### config.mk
export PLATFORM = sky130hd
export DESIGN_NAME = keypad_input
export DESIGN_NICKNAME = d
export VERILOG_FILES = /design/src/rtl/keypad_input.sv
export SDC_FILE = /design/constraint.sdc
export NUM_CORES = 1
export LEC_CHECK = 0
export CORE_UTILIZATION = 56
export CTS_CLUSTER_SIZE = 10
export DETAILED_ROUTE_END_ITERATION = 16
export PLACE_DENSITY = 0.78
export SETUP_SLACK_MARGIN = 0.5
export SLEW_MARGIN = 20
export SYNTH_ARGS = -nofsm -noshare
export SYNTH_HDL_FRONTEND = slang
export SYNTH_SLANG_ARGS = --single-unit
export TNS_END_PERCENT = 30
### constraint.sdc
create_clock -name Clock -period 2.1 [get_ports Clock]
set_input_delay 0.42 -clock Clock [delete_from_list [all_inputs] [get_ports Clock]]
set_output_delay 0.42 -clock Clock [all_outputs]
set_load 0.01 [all_outputs]
### src/rtl/keypad_input.sv
// 4x4 keypad scanner: row drive, column synchronizer, debounce FSM
// and a one-entry command buffer toward the CPU.
module keypad_input #(
  parameter int IC_N    = 5,
  parameter int DIV_W   = 10,
  parameter int DEB_CNT = 4
) (
  input  logic            Clock,
  input  logic            Reset,
  output logic [3:0]      row_n,
  input  logic [3:0]      col_n,
  input  logic            in_ack,
  output logic [IC_N-1:0] in_cmd,
  output logic            drop
);

  localparam int DW = $clog2(DEB_CNT + 1);
  localparam logic [DW-1:0] DEB_N = DW'(DEB_CNT);

  typedef enum logic [1:0] {
    SCAN,
    DEBOUNCE,
    RELEASE
  } state_e;

  state_e          state_q, state_d;
  logic [3:0]      sync1_q, col_s_q;
  logic [DIV_W-1:0] div_q;
  logic [1:0]      row_q, row_d;
  logic [3:0]      key_q, key_d;
  logic [3:0]      pat_q, pat_d;
  logic [DW-1:0]   deb_q, deb_d;
  logic [IC_N-1:0] cmd_q, cmd_d;
  logic            drop_q, drop_d;

  logic            tick;
  logic            confirm;
  logic            one_low;
  logic            all_high;
  logic [3:0]      low;
  logic [1:0]      col_idx;
  logic [DW-1:0]   deb_inc;

  assign tick     = &div_q;
  assign low      = ~col_s_q;
  assign all_high = (col_s_q == 4'hF);
  assign one_low  = (low != 4'd0) && ((low & (low - 4'd1)) == 4'd0);
  assign deb_inc  = deb_q + 1'b1;

  assign row_n  = ~(4'b0001 << row_q);
  assign in_cmd = cmd_q;
  assign drop   = drop_q;

  always_comb begin
    col_idx = 2'd0;
    for (int i = 3; i >= 0; i--) begin
      if (low[i]) col_idx = 2'(i);
    end
  end

  always_comb begin
    state_d = state_q;
    row_d   = row_q;
    key_d   = key_q;
    pat_d   = pat_q;
    deb_d   = deb_q;
    confirm = 1'b0;
    if (tick) begin
      unique case (state_q)
        SCAN: begin
          if (one_low) begin
            key_d   = {row_q, col_idx};
            pat_d   = col_s_q;
            deb_d   = '0;
            state_d = DEBOUNCE;
          end else begin
            row_d = row_q + 2'd1;
          end
        end
        DEBOUNCE: begin
          if (col_s_q == pat_q) begin
            deb_d = deb_inc;
            if (deb_inc == DEB_N) begin
              confirm = 1'b1;
              deb_d   = '0;
              state_d = RELEASE;
            end
          end else begin
            row_d   = row_q + 2'd1;
            state_d = SCAN;
          end
        end
        RELEASE: begin
          // any low column restarts the release count
          deb_d = all_high ? deb_inc : '0;
          if (all_high && deb_inc == DEB_N) begin
            deb_d   = '0;
            row_d   = row_q + 2'd1;
            state_d = SCAN;
          end
        end
        default: state_d = SCAN;
      endcase
    end
  end

  always_comb begin
    cmd_d  = cmd_q;
    drop_d = 1'b0;
    if (confirm && (cmd_q == '0 || in_ack)) begin
      cmd_d = IC_N'(5'(key_q) + 5'd1);
    end else if (confirm) begin
      drop_d = 1'b1;
    end else if (in_ack) begin
      cmd_d = '0;
    end
  end

  always_ff @(posedge Clock or posedge Reset) begin
    if (Reset) begin
      sync1_q <= 4'hF;
      col_s_q <= 4'hF;
      div_q   <= '0;
      state_q <= SCAN;
      row_q   <= 2'd0;
      key_q   <= 4'd0;
      pat_q   <= 4'hF;
      deb_q   <= '0;
      cmd_q   <= '0;
      drop_q  <= 1'b0;
    end else begin
      sync1_q <= col_n;
      col_s_q <= sync1_q;
      div_q   <= div_q + 1'b1;
      state_q <= state_d;
      row_q   <= row_d;
      key_q   <= key_d;
      pat_q   <= pat_d;
      deb_q   <= deb_d;
      cmd_q   <= cmd_d;
      drop_q  <= drop_d;
    end
  end

endmodule
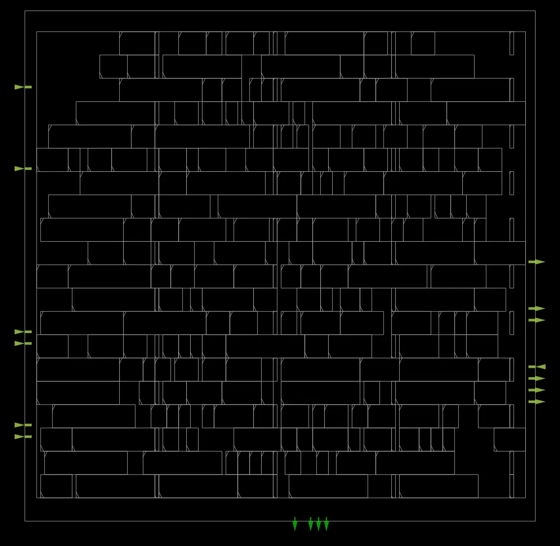
*Placement view*
Core Util, Final: 80.0%
tap cells: 44
# rows: 20

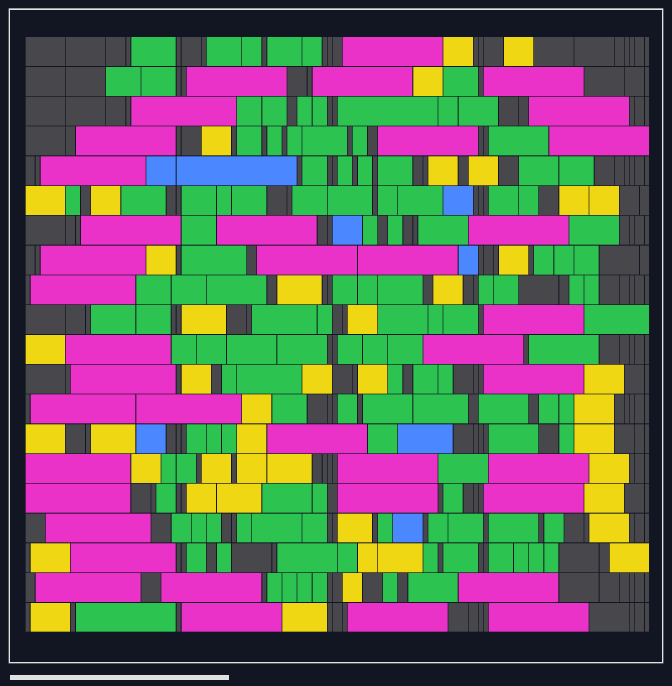
*Cell classes on the final placement*
Bar = 20 um. Fill, decap, tap and diode cells in grey.
Key: yellow = other buffers and delay cells [cells 44, share of their area 16%]; blue = clock drivers and dummy loads [cells 8, share of their area 3.6%]; magenta = flip-flops [cells 39, share of their area 41%]; green = all other logic [cells 126, share of their area 40%]
post-route cell area: 2480 um^2
fraction of area in registers: 40.0%
Core Area: 3100 um^2

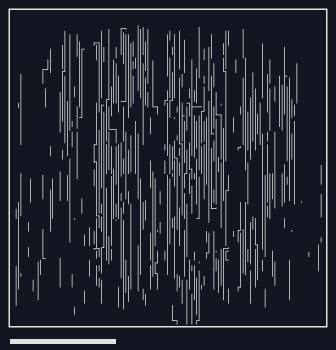
*M2 wires*
Bar = 20 um.
208 nets have wire on it. The longest straight run is 25.5 um. The wires run mostly vertical. The layer holds 54% of the routed length. The layer carries 2080 um of wire.
met2 Usage GRT: 41.7%
via total after detailed routing: 1412

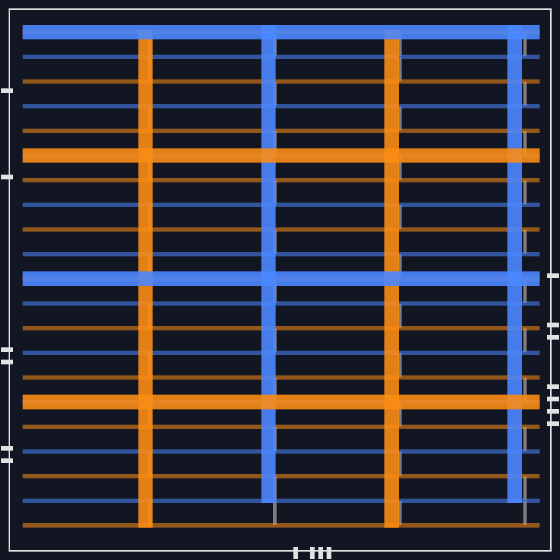
*Floorplan with the power grid*
Pins as bars on the die edge. Tap cells in grey.
Key: orange = VSS; blue = VDD
21 met1 rails follow the rows. 44 tap cells. 17 signal pins sit on the boundary. The core has 20 rows.
Die X-Extent: 59.6 um
die y size: 59.6 um
peak supply drop: 0.000708 V

==> deck_impl_summary.md <==
Flow Results at a Glance

Floorplan
  – Core Util at FP: between 50% and 60%
  – Io pins: 17
  – DIE AREA: about 3500 um^2

Setup path
  – Element type at the critical path end: register
  – Worst Setup Path Type: reg2reg
  – Worst Path Required: 2.39 ns
  – Crit-path max cell delay: around 0.60 ns
  – Crit path max fanout: 5
  – Worst R2R Start: div_q[6]
  – Slowest CP cell: or4b_4
  – Reg2reg end: in_cmd[2]
  – Worst R2R Setup Slack: 0.19 ns
  – Critical Path Source: div_q[6]
  – CP endpoint: in_cmd[2]
  – R2R depth: 4
  – Critical path buffers and inverters: 0
  – Critical-path cell list: nand4_1 > or4_4 > or4b_4 > o22ai_1

Status
  – Run status: complete, no violations

Cells and area
  – Number of diodes: 0
  – Layout cell share with drive strength beyond 1: 35.5%
  – Final cell count without fillers: 261

Global route
  – Most Crowded Layer GR: met2
  – Grt ovf: 0
  – Number of global-route vias before repair: 1409
  – Initial antenna violation count: 0
  – Largest net degree at the start of global routing: 40
  – Global Route met1 Usage: 25.1%
  – First-pass GRT wire length: 5820 um
  – GRT Total Usage: 23.4%

Synth
  – Top non-seq family: simple AND/OR/NAND/NOR gates
  – Flops after synth: 39
  – Yosys chip area: 1860 um^2
  – Most common cell in the synthesized netlist: dfrtp_1
  – Main synth FF type: dfrtp_1
  – Syn avg cell area: 11.0 um^2
  – Yosys aoi share: around 9.2%
  – Area of the mapped netlist: 1860 um^2
  – Synth area leader: dfrtp_1
  – Commonest cells in the netlist: dfrtp_1, inv_1, nand2_1
  – Post-synth seq share: between 50% and 60%
  – Ys async rst share: 100%
  – Netlist cell types: 33
  – Synth area leaders: dfrtp_1, dfstp_2, ha_1
  – Synth warn: 0
  – Post-Synth Simple-Gate Area: between 10% and 20%

Place
  – Dpl hpwl: 2460 um
  – Placed Cells incl. Taps: 229
  – RePlAce Congestion: 0.830
  – Dpl ws: 0.0432 ns

Clock network
  – Post-cts resize count: 33
  – CTS tree: done
  – Num CTS Buffers: 5
  – Clock root cell: clkbuf_4
  – H-tree depth: 2
  – Worst-Skew Late Latency: 0.36 ns
  – Clock Tree Buf Depth: 2

STA
  – Cycle use final: 90.9%
  – Final Max Slew Viols: 0
  – Setup Skew: 0.0153 ns
  – Setup Viol. Count Final: 0
  – Setup TNS Final: 0 ns
  – Final tally of hold violations: 0
  – Unrepaired setup endpoints after global routing: true
  – Max-slew headroom: 68.7%

Power
  – Comb power frac: under 10%
  – Leading power group: registers
  – P_clk: 529 uW
  – Comb power: 69.3 uW
  – Flop pwr share: 56.3%
  – Seq pwr: 771 uW
  – Power density over cell area: 552 nW/um^2
  – Psw: 291 uW
  – P_leak: 1.10 nW

Hold path
  – Worst min-delay path class: reg2reg

Route
  – Starting DRT DRC Count: 59
  – DRT antenna net count: 0
  – Final wirelength: 3870 um
  – Wl on met1: approximately 1600 um
  – DRC Markers: 0
  – Post-DR vias/cell: 5.41
  – Highest metal used: met4
  – DR WL met3: 109 um
==> final cells by class <==
type,count,area [um^2]
inverter,20,77.6
fill,203,622
timing repair buffer,44,383
tap,44,55.1
clock inverter,2,35.0
sequential,39,992
multi-input combinational,106,887
clock buffer,6,51.3
==> state kept, by name, indices dropped and copies added, names as in the netlist <==
| name | cells |
|---|---|
| drop | 1 |
| deb_q | 3 |
| key_q | 4 |
| col_s_q | 4 |
| sync1_q | 4 |
| pat_q | 4 |
| in_cmd | 5 |
| state_q | 2 |
| row_q | 2 |
| div_q | 10 |
==> worst min path at each step <==
stage	startpoint	to	slack [ns]	depth (start not counted)
floorplan	sync1_q[0]	col_s_q[0]	0.35	0
global placement	sync1_q[0]	col_s_q[0]	0.35	0
detailed placement	sync1_q[1]	col_s_q[1]	0.35	0
CTS	sync1_q[0]	col_s_q[0]	0.37	0
global route	sync1_q[2]	col_s_q[2]	0.37	0
finish	sync1_q[0]	col_s_q[0]	0.36	0
==> layout by cell type (no fill, tap or decap), types with 2 or more instances in the layout <==
master / netlist / final
mux2_1: 5 / 4
a31oi_1: 2 / 2
nand2_1: 15 / 15
nor3_1: 5 / 5
clkdlybuf4s50_1: 0 / 12
nor4_1: 3 / 2
xnor2_1: 9 / 8
clkbuf_4: 0 / 5
o211ai_1: 2 / 2
dfrtp_1: 27 / 26
dfstp_2: 12 / 12
nand4b_1: 3 / 3
xor2_1: 7 / 6
buf_6: 0 / 7
inv_1: 20 / 17
buf_2: 2 / 2
o21ai_0: 3 / 2
o22ai_2: 0 / 4
ha_4: 0 / 2
nand4_1: 5 / 5
o21ai_1: 7 / 6
buf_4: 0 / 22
nor2_1: 5 / 5
ha_1: 11 / 8
nand3_1: 6 / 6
inv_2: 0 / 2
Power is estimated from default activity; no workload was simulated.
